<file path="src/rtl/mips_cpu_hilo_muldiv.sv">
// HI/LO owner with an iterative 32-step multiply/divide engine.
// Define MULDIV_FAST_MUL_EN for single-cycle MULT/MULTU.
module mips_cpu_hilo_muldiv #(
    parameter int ITER = 32
) (
    input  logic        clk,
    input  logic        reset,
    input  logic        start,
    input  logic [2:0]  op,
    input  logic [31:0] a,
    input  logic [31:0] b,
    output logic        busy,
    output logic        done,
    output logic [31:0] hi,
    output logic [31:0] lo
);

    typedef enum logic [1:0] {
        IDLE,
        RUN,
        FIX
    } state_t;

    localparam logic [2:0] OP_MULT  = 3'd0;
    localparam logic [2:0] OP_MULTU = 3'd1;
    localparam logic [2:0] OP_DIV   = 3'd2;
    localparam logic [2:0] OP_DIVU  = 3'd3;
    localparam logic [2:0] OP_MTHI  = 3'd4;
    localparam logic [2:0] OP_MTLO  = 3'd5;

    state_t      state_q, state_d;
    logic [5:0]  cnt_q, cnt_d;
    logic [63:0] acc_q, acc_d;
    logic [31:0] dvsr_q, dvsr_d;
    logic        is_div_q, is_div_d;
    logic        negq_q, negq_d;
    logic        negr_q, negr_d;
    logic [31:0] hi_q, hi_d;
    logic [31:0] lo_q, lo_d;
    logic        done_q, done_d;

    logic        signed_op;
    logic [31:0] a_mag;
    logic [31:0] b_mag;
    logic [32:0] mul_sum;
    logic [63:0] mul_step;
    logic [32:0] div_r;
    logic        div_ge;
    logic [31:0] div_sub;
    logic [63:0] div_step;
    logic [63:0] prod_fix;
`ifdef MULDIV_FAST_MUL_EN
    logic [63:0] fast_prod;
`endif

    // Datapath helpers: operand magnitudes and one engine step
    always_comb begin
        signed_op = (op == OP_MULT) || (op == OP_DIV);
        a_mag     = (signed_op && a[31]) ? (32'd0 - a) : a;
        b_mag     = (signed_op && b[31]) ? (32'd0 - b) : b;
        mul_sum   = {1'b0, acc_q[63:32]}
                  + (acc_q[0] ? {1'b0, dvsr_q} : 33'd0);
        mul_step  = {mul_sum, acc_q[31:1]};
        div_r     = {acc_q[63:32], acc_q[31]};
        div_ge    = div_r >= {1'b0, dvsr_q};
        div_sub   = div_r[31:0] - dvsr_q;
        div_step  = {(div_ge ? div_sub : div_r[31:0]),
                     acc_q[30:0], div_ge};
        prod_fix  = negq_q ? (64'd0 - acc_q) : acc_q;
`ifdef MULDIV_FAST_MUL_EN
        if (signed_op)
            fast_prod = {{32{a[31]}}, a} * {{32{b[31]}}, b};
        else
            fast_prod = {32'd0, a} * {32'd0, b};
`endif
    end

    always_comb begin
        state_d  = state_q;
        cnt_d    = cnt_q;
        acc_d    = acc_q;
        dvsr_d   = dvsr_q;
        is_div_d = is_div_q;
        negq_d   = negq_q;
        negr_d   = negr_q;
        hi_d     = hi_q;
        lo_d     = lo_q;
        done_d   = 1'b0;
        unique case (state_q)
            IDLE: begin
                if (start) begin
                    case (op)
                        OP_MULT, OP_MULTU: begin
`ifdef MULDIV_FAST_MUL_EN
                            hi_d   = fast_prod[63:32];
                            lo_d   = fast_prod[31:0];
                            done_d = 1'b1;
`else
                            acc_d    = {32'd0, b_mag};
                            dvsr_d   = a_mag;
                            is_div_d = 1'b0;
                            negq_d   = signed_op & (a[31] ^ b[31]);
                            negr_d   = signed_op & a[31];
                            cnt_d    = 6'd0;
                            state_d  = RUN;
`endif
                        end
                        OP_DIV, OP_DIVU: begin
                            is_div_d = 1'b1;
                            cnt_d    = 6'd0;
                            state_d  = RUN;
                            // Divide by zero leaves the raw dividend in HI
                            if (b == 32'd0) begin
                                acc_d  = {32'd0, a};
                                dvsr_d = 32'd0;
                                negq_d = 1'b0;
                                negr_d = 1'b0;
                            end else begin
                                acc_d  = {32'd0, a_mag};
                                dvsr_d = b_mag;
                                negq_d = signed_op & (a[31] ^ b[31]);
                                negr_d = signed_op & a[31];
                            end
                        end
                        OP_MTHI: begin
                            hi_d   = a;
                            done_d = 1'b1;
                        end
                        OP_MTLO: begin
                            lo_d   = a;
                            done_d = 1'b1;
                        end
                        default: ;
                    endcase
                end
            end
            RUN: begin
                acc_d = is_div_q ? div_step : mul_step;
                cnt_d = cnt_q + 6'd1;
                if (cnt_q == 6'(ITER - 1))
                    state_d = FIX;
            end
            FIX: begin
                if (is_div_q) begin
                    lo_d = negq_q ? (32'd0 - acc_q[31:0]) : acc_q[31:0];
                    hi_d = negr_q ? (32'd0 - acc_q[63:32]) : acc_q[63:32];
                end else begin
                    hi_d = prod_fix[63:32];
                    lo_d = prod_fix[31:0];
                end
                done_d  = 1'b1;
                state_d = IDLE;
            end
            default: state_d = IDLE;
        endcase
    end

    always_ff @(posedge clk) begin
        if (reset) begin
            state_q  <= IDLE;
            cnt_q    <= 6'd0;
            acc_q    <= 64'd0;
            dvsr_q   <= 32'd0;
            is_div_q <= 1'b0;
            negq_q   <= 1'b0;
            negr_q   <= 1'b0;
            hi_q     <= 32'd0;
            lo_q     <= 32'd0;
            done_q   <= 1'b0;
        end else begin
            state_q  <= state_d;
            cnt_q    <= cnt_d;
            acc_q    <= acc_d;
            dvsr_q   <= dvsr_d;
            is_div_q <= is_div_d;
            negq_q   <= negq_d;
            negr_q   <= negr_d;
            hi_q     <= hi_d;
            lo_q     <= lo_d;
            done_q   <= done_d;
        end
    end

    assign busy = (state_q != IDLE);
    assign done = done_q;
    assign hi   = hi_q;
    assign lo   = lo_q;

endmodule

</file>
<file path="config.mk">
export PLATFORM = sky130hd
export DESIGN_NAME = mips_cpu_hilo_muldiv
export DESIGN_NICKNAME = d
export VERILOG_FILES = /design/src/rtl/mips_cpu_hilo_muldiv.sv
export SDC_FILE = /design/constraint.sdc
export NUM_CORES = 1
export LEC_CHECK = 0
export ABC_CLOCK_PERIOD_IN_PS = 4000
export CAP_MARGIN = 10
export CORE_UTILIZATION = 58
export DETAILED_ROUTE_END_ITERATION = 8
export MAX_ROUTING_LAYER = met4
export PLACE_DENSITY = 0.88
export SLEW_MARGIN = 25
export SYNTH_ARGS = -nofsm -noshare
export SYNTH_HDL_FRONTEND = slang
export SYNTH_SLANG_ARGS = --single-unit
</file>
<file path="constraint.sdc">
create_clock -name clk -period 4 [get_ports clk]
set_input_delay 0.4 -clock clk [delete_from_list [all_inputs] [get_ports clk]]
set_output_delay 0.4 -clock clk [all_outputs]
set_load 0.05 [all_outputs]
</file>
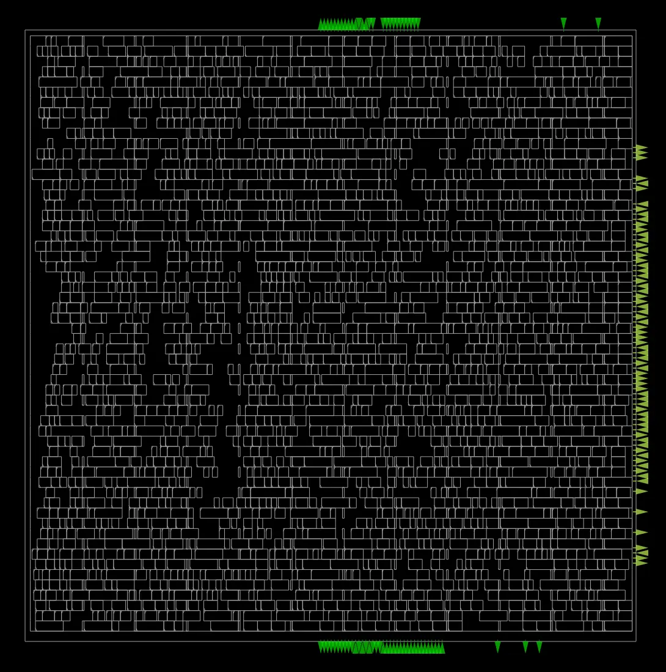
Run 1: cell outlines without signal wires
final cell count without fillers: 2,460
final design utilization: 69.5%
flip-flops: 172
Layout fillers: 2,125
flop share of the area: 19.7%

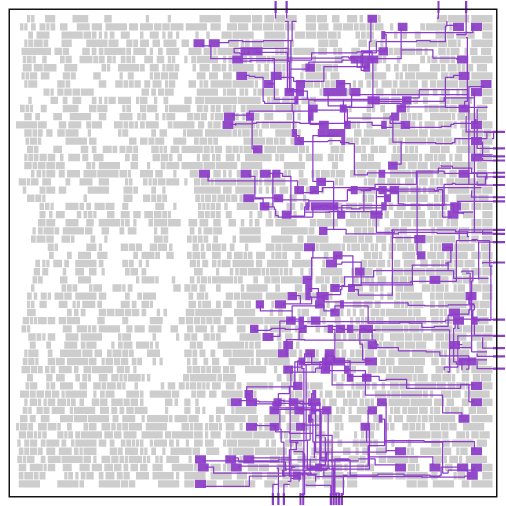
Run 1: wires at chosen ports, followed through buffers
Drawn at 3 px/um.
[a] purple | bits: 32 | direction: input | end cells: 177 | buffers: 50 | wire: 4,540 um

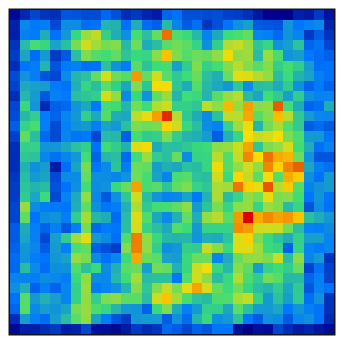
Run 1: wiring heat map
Drawn at 2 px/um. The die is cut into 32 by 32 equal tiles; dark blue is low, red is high, scaled to the fullest tile. Values are wire area over tile area, all layers added.
fullest tile: 0.89
densest ninth of the die: east
mean over tiles: 0.36
tiles over half the peak: 31%
nearly empty tiles: 0.70%

==> impl_metrics.env, run 1 <==
# source this file to load flow results
export IMPL_hold_start="reset"
export IMPL_hold_viol=0
export IMPL_top_cell_area_share_pct=23.2
export IMPL_grt_ovfl_total=0
export IMPL_status="complete, no violations"
export IMPL_yosys_area_um2=14900
export IMPL_worstSetupStartpointType="register"
export IMPL_switching_power_mw=1.94
export IMPL_cp_required_ns=4.33
export IMPL_p_per_area_nw_per_um2=299
export IMPL_clk_path_buf_depth=2
export IMPL_clk_pin_slew_ns=0.08
export IMPL_final_common_cell="nor2_1"
export IMPL_root_buffer="clkbuf_16"
export IMPL_ctsResizeCount=0
export IMPL_top_layer_used="met4"
export IMPL_rrSetupSlack_ns=0.17
export IMPL_whs_path_depth=2
export IMPL_coreArea_um2=25200
export IMPL_post_cts_setup_buffers=0
export IMPL_met3_length_mm=5.80
export IMPL_tightest_slew_ns=0.900
export IMPL_critPathMostFrequentCell="or4_1"
export IMPL_critical_path_slowest_cell="or4_1"
export IMPL_num_rows=58
export IMPL_wl_per_cell_um=22.7
export IMPL_clkPwrFrac_pct=33.5
export IMPL_die_area_um2=26300
export IMPL_grt_most_used_layer="met2"
export IMPL_setup_tns_ns=0
export IMPL_ys_cells=2009
export IMPL_hold_buffers=0
export IMPL_cts_buffers=17
export IMPL_rsz0062_at_grt="false"
export IMPL_ys_seq_share_pct=23.2
export IMPL_finalClockPeriodUsage_pct=95.8
export IMPL_hold_class="primary input to register"
export IMPL_report_final_slew_viol_count=0
export IMPL_r2r_start="dvsr_q[27]$_SDFFE_PP0P_"
export IMPL_io_pins=136
export IMPL_internal_power_mw=3.29
export IMPL_end_kind="register"
export IMPL_tritoncts="done"
export IMPL_p_comb_share_pct=30.4
export IMPL_finalNetCount=2258
export IMPL_synthesis_nets=2150
export IMPL_vdd_ir_drop_worst_uv=327
export IMPL_slowest_delay_ns=0.64
export IMPL_power_mw=5.23
export IMPL_grt_max_degree=81
export IMPL_synth_edff_count=0
export IMPL_p_seq_share_pct=36.1
export IMPL_port_buffers=135
export IMPL_yosys_warnings=0
export IMPL_grt_pass1_vias=15100
export IMPL_dp_hpwl_mm=42.5
export IMPL_dr_total_vias=16200
export IMPL_wl_mm=55.7
export IMPL_layout_drive_gt1_share_pct=8.45
## run 1: sequential cells by signal, summed over array words and instances (netlist names)
register  flops
negr_q        1
dvsr_q       32
hi           32
done          1
negq_q        1
lo           32
acc_q        64
is_div_q      1
cnt_q         6
state_q       2
## run 1: final cells by class
| cell class | count | area [um^2] | area share (%) |
|---|---|---|---|
| Tap cell | 330 | 413 | 2.36 |
| Clock inverter | 15 | 176 | 1.01 |
| Multi-Input combinational cell | 1619 | 10600 | 60.8 |
| Clock buffer | 17 | 425 | 2.43 |
| Inverter | 68 | 255 | 1.46 |
| Timing Repair Buffer | 239 | 2140 | 12.2 |
| Sequential cell | 172 | 3440 | 19.7 |
## run 1: cells by family after synthesis
logic type / Yosys count / share of synthesized area [%]
AND-OR/OR-AND: 640 / 28.6
XOR/XNOR: 193 / 11.4
adder cells (fa/ha/maj): 71 / 6.08
buffers and inverters: 218 / 5.67
flip-flops: 172 / 23.2
multiplexers: 69 / 4.67
AND/OR/NAND/NOR: 646 / 20.4
## run 1: power by group through the flow
stage	Sequential [mW]	Clock, mW	Combinational, mW
CTS	1.88	1.74	1.54
global placement	1.92	0	1.51
detailed placement	1.92	0	1.53
finish	1.89	1.75	1.59
floorplan	1.93	0	0.972
global route	1.90	1.82	1.70
## run 1: cells in the mapped netlist (13+ instances only)
| cell type | number |
|---|---|
| a22oi_1 | 17 |
| a222oi_1 | 27 |
| and3_1 | 15 |
| o211ai_1 | 13 |
| nor3_1 | 37 |
| or4_1 | 13 |
| dfxtp_1 | 172 |
| o21ai_0 | 125 |
| buf_1 | 15 |
| nand3_1 | 27 |
| a221oi_1 | 14 |
| nand4_1 | 15 |
| and2_1 | 13 |
| or3_1 | 35 |
| o221ai_1 | 22 |
| a21oi_1 | 167 |
| o21bai_1 | 14 |
| a31oi_1 | 21 |
| o22ai_1 | 17 |
| xor2_1 | 76 |
| nor4_1 | 16 |
| xnor2_1 | 117 |
| a221o_1 | 13 |
| nand2b_1 | 21 |
| o31ai_1 | 30 |
| ha_1 | 69 |
| nand2_1 | 151 |
| nor2_1 | 257 |
| clkbuf_1 | 126 |
| or2_2 | 14 |
| inv_1 | 68 |
| mux2i_1 | 66 |
| a21o_1 | 33 |
| a211oi_1 | 63 |
## run 1: final timing paths
path,end
min reg2reg,dvsr_q[8]$_SDFFE_PP0P_
min,acc_q[1]$_SDFFE_PP0P_
max,acc_q[53]$_SDFFE_PP0P_
max reg2reg,acc_q[53]$_SDFFE_PP0P_
## run 1: through the flow
| step | setup WS, ns | util [%] | area (um^2) | cells | hold WS [ns] |
|---|---|---|---|---|---|
| 2_1_floorplan | 0.605 | - | 14900 | 2009 | 0.432 |
| 3_3_place_gp | 0.183 | 67.0 | 16900 | 2428 | 0.447 |
| 3_5_place_dp | 0.214 | 67.0 | 16900 | 2428 | 0.454 |
| 4_1_cts | 0.153 | 69.4 | 17500 | 2460 | 0.425 |
| 5_1_grt | 0.000182 | 69.5 | 17500 | 2460 | 0.451 |
| 6_report | 0.166 | 69.5 | 17500 | 2460 | 0.438 |
Run 1, sequential cells colored by netlist name:
Drawn at 4 px/um.
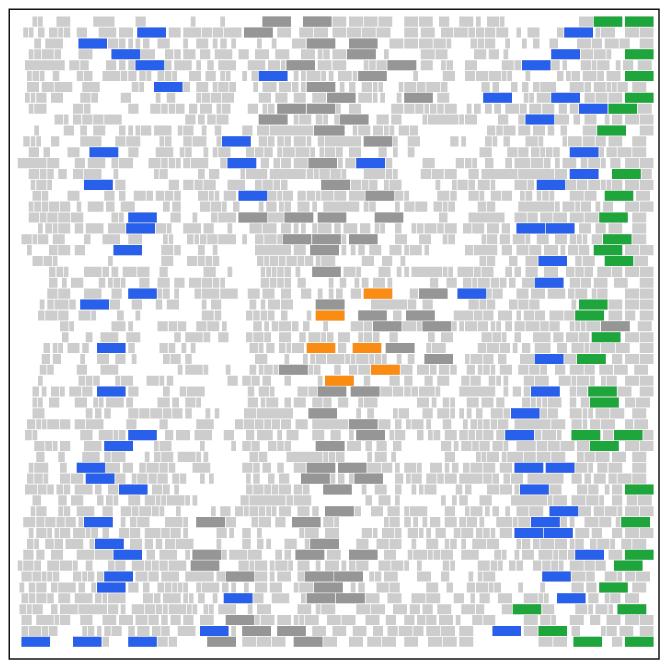

==> run 1 -> run 2 <==
- CORE_ASPECT_RATIO: unset -> 0.8
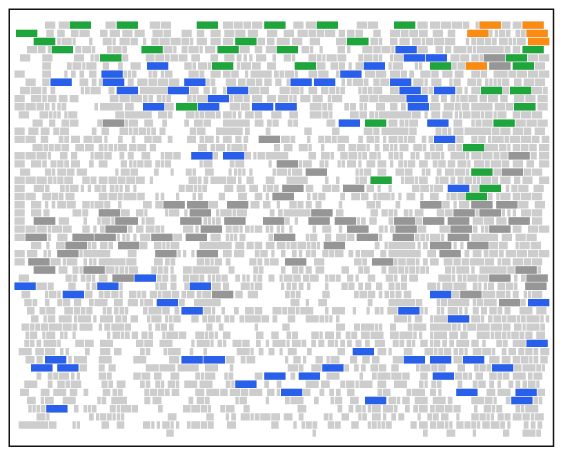
Run 2: sequential cells colored by netlist name
Drawn at 3 px/um.
[acc_q] blue | flops: 64 | where: spread over the die
[lo] green | flops: 32
[cnt_q] orange | flops: 6 | where: north-east
not colored: 70

==> run 2 against run 1 <==
- the run now ends with DRC left
- sequential share of layout area about the same
- non-clock buffer count decreased by 7
- fmax decreased by 1.6%
- register-to-register slack got worse by 0.06 ns
- final cell count decreased by 0.73%
- clock skew decreased by 0.0072 ns
- die size about the same
- critical path type unchanged
==> impl_metrics.env, run 2 <==
# source this file to load flow results
export IMPL_status="complete, but fails checks"
export IMPL_violations="DRC"
export IMPL_final_common_cell="nor2_1"
export IMPL_grt_pass1_vias=15700
export IMPL_drc_errors=2
export IMPL_finalNetCount=2251
export IMPL_cts_buffers=17
export IMPL_hold_buffers=0
export IMPL_rrSetupSlack_ns=0.10
export IMPL_hold_end="hi[15]$_SDFFE_PP0P_"
export IMPL_coreArea_um2=24800
export IMPL_top_cells_by_count="nor2_1, dfxtp_1, a21oi_1, nand2_1, clkbuf_1"
export IMPL_synthesis_nets=2150
export IMPL_slowest_delay_ns=0.66
export IMPL_dr_total_vias=16900
export IMPL_ys_flops=172
export IMPL_tritoncts="done"
export IMPL_critPathMostFrequentCell="or4_1"
export IMPL_yosys_area_um2=14900
export IMPL_r2r_start="acc_q[58]$_SDFFE_PP0P_"
export IMPL_max_slew_margin_rel_pct=39.8
export IMPL_largest_reg_flops=64
export IMPL_end_kind="register"
export IMPL_finalClockPeriodUsage_pct=97.4
export IMPL_power_mw=5.35
export IMPL_yosys_warnings=0
export IMPL_p_per_area_nw_per_um2=306
export IMPL_clk_path_buf_depth=2
export IMPL_worstSetupStartpointType="register"
export IMPL_dpl_cell_area_um2=16900
export IMPL_whs_path_depth=2
export IMPL_fmax_mhz=257
export IMPL_wl_mm=58.6
export IMPL_top_cell_area_share_pct=23.2
export IMPL_hold_class="primary input to register"
export IMPL_gp_congestion=1.07
export IMPL_top_register="acc_q"
export IMPL_grt_ovfl_total=0
export IMPL_die_area_um2=26300
export IMPL_synth_edff_count=0
export IMPL_cp_required_ns=4.37
export IMPL_fin_crit_ns=3.90
export IMPL_io_pins=136
export IMPL_port_buffers=135
export IMPL_hold_viol=0
export IMPL_clk_pin_slew_ns=0.07
export IMPL_post_cts_setup_buffers=0
export IMPL_grt_most_used_layer="met2"
export IMPL_num_rows=51
export IMPL_report_final_slew_viol_count=0
export IMPL_stdcell_area_um2=17500
export IMPL_most_common_cell="nor2_1"
export IMPL_final_cells=2442
export IMPL_hold_start="reset"
export IMPL_root_buffer="clkbuf_16"
export IMPL_ys_cells=2009
export IMPL_ys_seq_share_pct=23.2
export IMPL_tightest_slew_ns=0.900
export IMPL_layout_drive_gt1_share_pct=8.20
export IMPL_critical_path_slowest_cell="or4_1"
export IMPL_placedCellCount=2409
export IMPL_vdd_ir_drop_worst_uv=359
run 2: cell types whose count changed in the layout (fill, tap and decap cells not counted), sizes merged:
cell	delta
buf	-7
clkinv	-5
bufinv	+2
inv	+2
clkbuf	+1
diode	+1
run 2: layout make-up:
cell class	instances	area [um^2]
multi-input cells	1619	10700
fillers	1956	7260
flip-flops and latches	172	3440
repair buffers	232	2130
clock buffers	18	439
well taps	318	398
inverters	68	255
clock inverters	14	178
diodes	1	2.50
run 2: timing repair:
action	in CTS	in global routing
hold endpoints to repair	0	0
endpoints found under the setup margin	1	7
gates resized	2	2
run 2: critical path: cells and delay by family, from the launching register on:
family,cells,cell delay [ns]
fa+ha+maj,1,0.44
compound gates,5,1.29
flops,1,0.40
simple gates,4,1.68
run 2: cells by family (layout without fill, tap and decap cells):
| logic type | after synthesis | in the layout | synth area share [%] |
|---|---|---|---|
| muxes | 69 | 69 | 4.67 |
| adders and majority gates | 71 | 71 | 6.08 |
| buffers and inverters | 218 | 332 | 5.67 |
| xor gates and xnor gates | 193 | 193 | 11.4 |
| AOI/OAI and AO/OA | 640 | 640 | 28.6 |
| and+or+nand+nor | 646 | 646 | 20.4 |
| DFF | 172 | 172 | 23.2 |
| other | 0 | 1 | 0 |
run 2: layer usage:
metal | vias to the layer above | routed length [um]
li1 | 7543 | -
met2 | 1239 | 23500
met4 | 0 | 2370
met1 | 7868 | 24400
met5 | - | 0
met3 | 217 | 8410
run 2: worst max path at each step:
stage | endpoint | slack (ns) | cells past startpoint
finish | acc_q[59]$_SDFFE_PP0P_ | 0.10 | 10
global route | acc_q[62]$_SDFFE_PP0P_ | -0.01 | 12
CTS | acc_q[59]$_SDFFE_PP0P_ | 0.15 | 10
detailed placement | acc_q[59]$_SDFFE_PP0P_ | -0.09 | 10
global placement | acc_q[59]$_SDFFE_PP0P_ | -0.09 | 10
floorplan | acc_q[62]$_SDFFE_PP0P_ | 0.61 | 14
run 2: report_power, final:
part / switching [mW] / total [mW] / internal [mW]
combinational: 1.03 / 1.63 / 0.603
clock: 0.809 / 1.82 / 1.02
sequential: 0.102 / 1.90 / 1.79
total: 1.94 / 5.35 / 3.41
run 2: per-stage QoR:
step	hold slack (ns)	util (%)	setup slack (ns)	TNS, ns
6_report	0.370	70.7	0.102	0
5_1_grt	0.357	70.7	-0.0118	-0.0118
4_1_cts	0.345	70.6	0.147	0
3_5_place_dp	0.450	68.1	-0.0921	-0.0921
3_3_place_gp	0.446	68.0	-0.0904	-0.0904
2_1_floorplan	0.432	-	0.605	0
==> run 2 -> run 3 <==
- ABC_CLOCK_PERIOD_IN_PS: 4000 -> unset
- CTS_CLUSTER_SIZE: unset -> 24
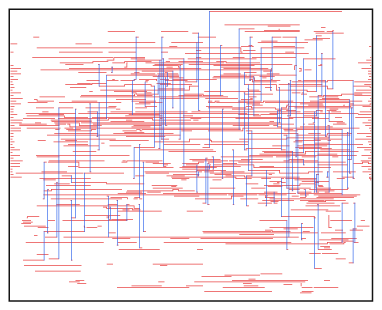
Run 3: metal layers overlaid
Drawn at 2 px/um. Two of the layers only.
[M4] blue | wire length: 2,370 um
[M3] red | wire length: 8,410 um

==> run 3 against run 2 <==
- the run still ends with DRC left
- sequential power hardly changed
- count of clock-buffer cells in the layout did not move
- hold slack unchanged
- clock skew did not move
- final cell count stayed put
- critical path depth stayed put
==> impl_metrics.env, run 3 <==
# source this file to load flow results
export IMPL_status="complete, but fails checks"
export IMPL_violations="DRC"
export IMPL_fillCellCount=1956
export IMPL_whs_ns=0.370
export IMPL_hold_class="primary input to register"
export IMPL_die_area_um2=26300
export IMPL_num_rows=51
export IMPL_yosys_warnings=0
export IMPL_max_slew_margin_rel_pct=39.8
export IMPL_dp_slack_ns=-0.0921
export IMPL_critPathMostFrequentCell="or4_1"
export IMPL_grt_pass1_vias=15700
export IMPL_hold_viol=0
export IMPL_ys_seq_share_pct=23.2
export IMPL_synthesis_nets=2150
export IMPL_hold_buffers=0
export IMPL_setup_ws_ns=0.102
export IMPL_slowest_delay_ns=0.66
export IMPL_fmax_mhz=257
export IMPL_dpl_cell_area_um2=16900
export IMPL_setup_tns_ns=0
export IMPL_final_cells=2442
export IMPL_layout_drive_gt1_share_pct=8.20
export IMPL_grt_max_degree=63
export IMPL_regArea_um2=3440
export IMPL_utilization_pct=70.7
export IMPL_ys_flops=172
export IMPL_final_common_cell="nor2_1"
export IMPL_top_cell_area_share_pct=23.2
export IMPL_dr_total_vias=16900
export IMPL_stdcell_area_um2=17500
export IMPL_drc_errors=2
export IMPL_top_cells_by_count="nor2_1, dfxtp_1, a21oi_1, nand2_1, clkbuf_1"
export IMPL_port_buffers=135
export IMPL_report_final_slew_viol_count=0
export IMPL_ys_cells=2009
export IMPL_synth_edff_count=0
export IMPL_yosys_area_um2=14900
export IMPL_tightest_slew_ns=0.900
export IMPL_coreArea_um2=24800
export IMPL_top_register="acc_q"
export IMPL_p_per_area_nw_per_um2=306
export IMPL_wl_per_cell_um=24.0
export IMPL_clk_pin_slew_ns=0.07
export IMPL_io_pins=136
export IMPL_worstSetupStartpointType="register"
-- run 3: cell counts in the layout (fill, tap and decap cells not counted) --
No cell type changed its count.
-- run 3: final timing paths --
check,from,to,slack (ns),cells past startpoint
hold / removal,reset,hi[15]$_SDFFE_PP0P_,0.37,2
hold reg to reg,dvsr_q[22]$_SDFFE_PP0P_,dvsr_q[22]$_SDFFE_PP0P_,0.46,2
setup reg to reg,acc_q[58]$_SDFFE_PP0P_,acc_q[59]$_SDFFE_PP0P_,0.10,10
setup / recovery,acc_q[58]$_SDFFE_PP0P_,acc_q[59]$_SDFFE_PP0P_,0.10,10
-- run 3: worst register-to-register path, delay by kind of cell, from the launching register on --
family	cells	cell delay [ns]
adder cells (fa/ha/maj)	1	0.44
AND-OR/OR-AND	5	1.29
AND/OR/NAND/NOR	4	1.68
flip-flops	1	0.40
-- run 3: kinds of logic after synthesis --
family          Yosys count  synth area share [%]
buf+inv                 218                  5.67
simple gates            646                  20.4
fa+ha+maj                71                  6.08
flops                   172                  23.2
compound gates          640                  28.6
xor+xnor                193                  11.4
mux                      69                  4.67
-- run 3: layout make-up --
cell class,instances,area share (%)
diodes,1,0.0143
inverters,68,1.46
clock inverters,14,1.02
repair buffers,232,12.2
flip-flops and latches,172,19.7
clock buffers,18,2.51
well taps,318,2.27
multi-input cells,1619,60.9
-- run 3: routing by layer --
layer	GRT usage (%)	up-vias	share of wire (%)
met4	18.5	0	4.0
li1	-	7543	-
met2	62.4	1239	40
met5	-	-	0
met1	61.0	7868	42
met3	13.4	217	14
-- run 3: timing repair --
action                     in CTS  in global routing
resized                         2                  2
setup buffers                   0                  0
setup endpoints to repair       1                  7
hold endpoints to repair        0                  0
-- run 3: power by group --
part,switching (mW),internal [mW]
Sequential,0.102,1.79
Combinational,1.03,0.603
Clock,0.809,1.02
Power and IR drop assume default switching activity.
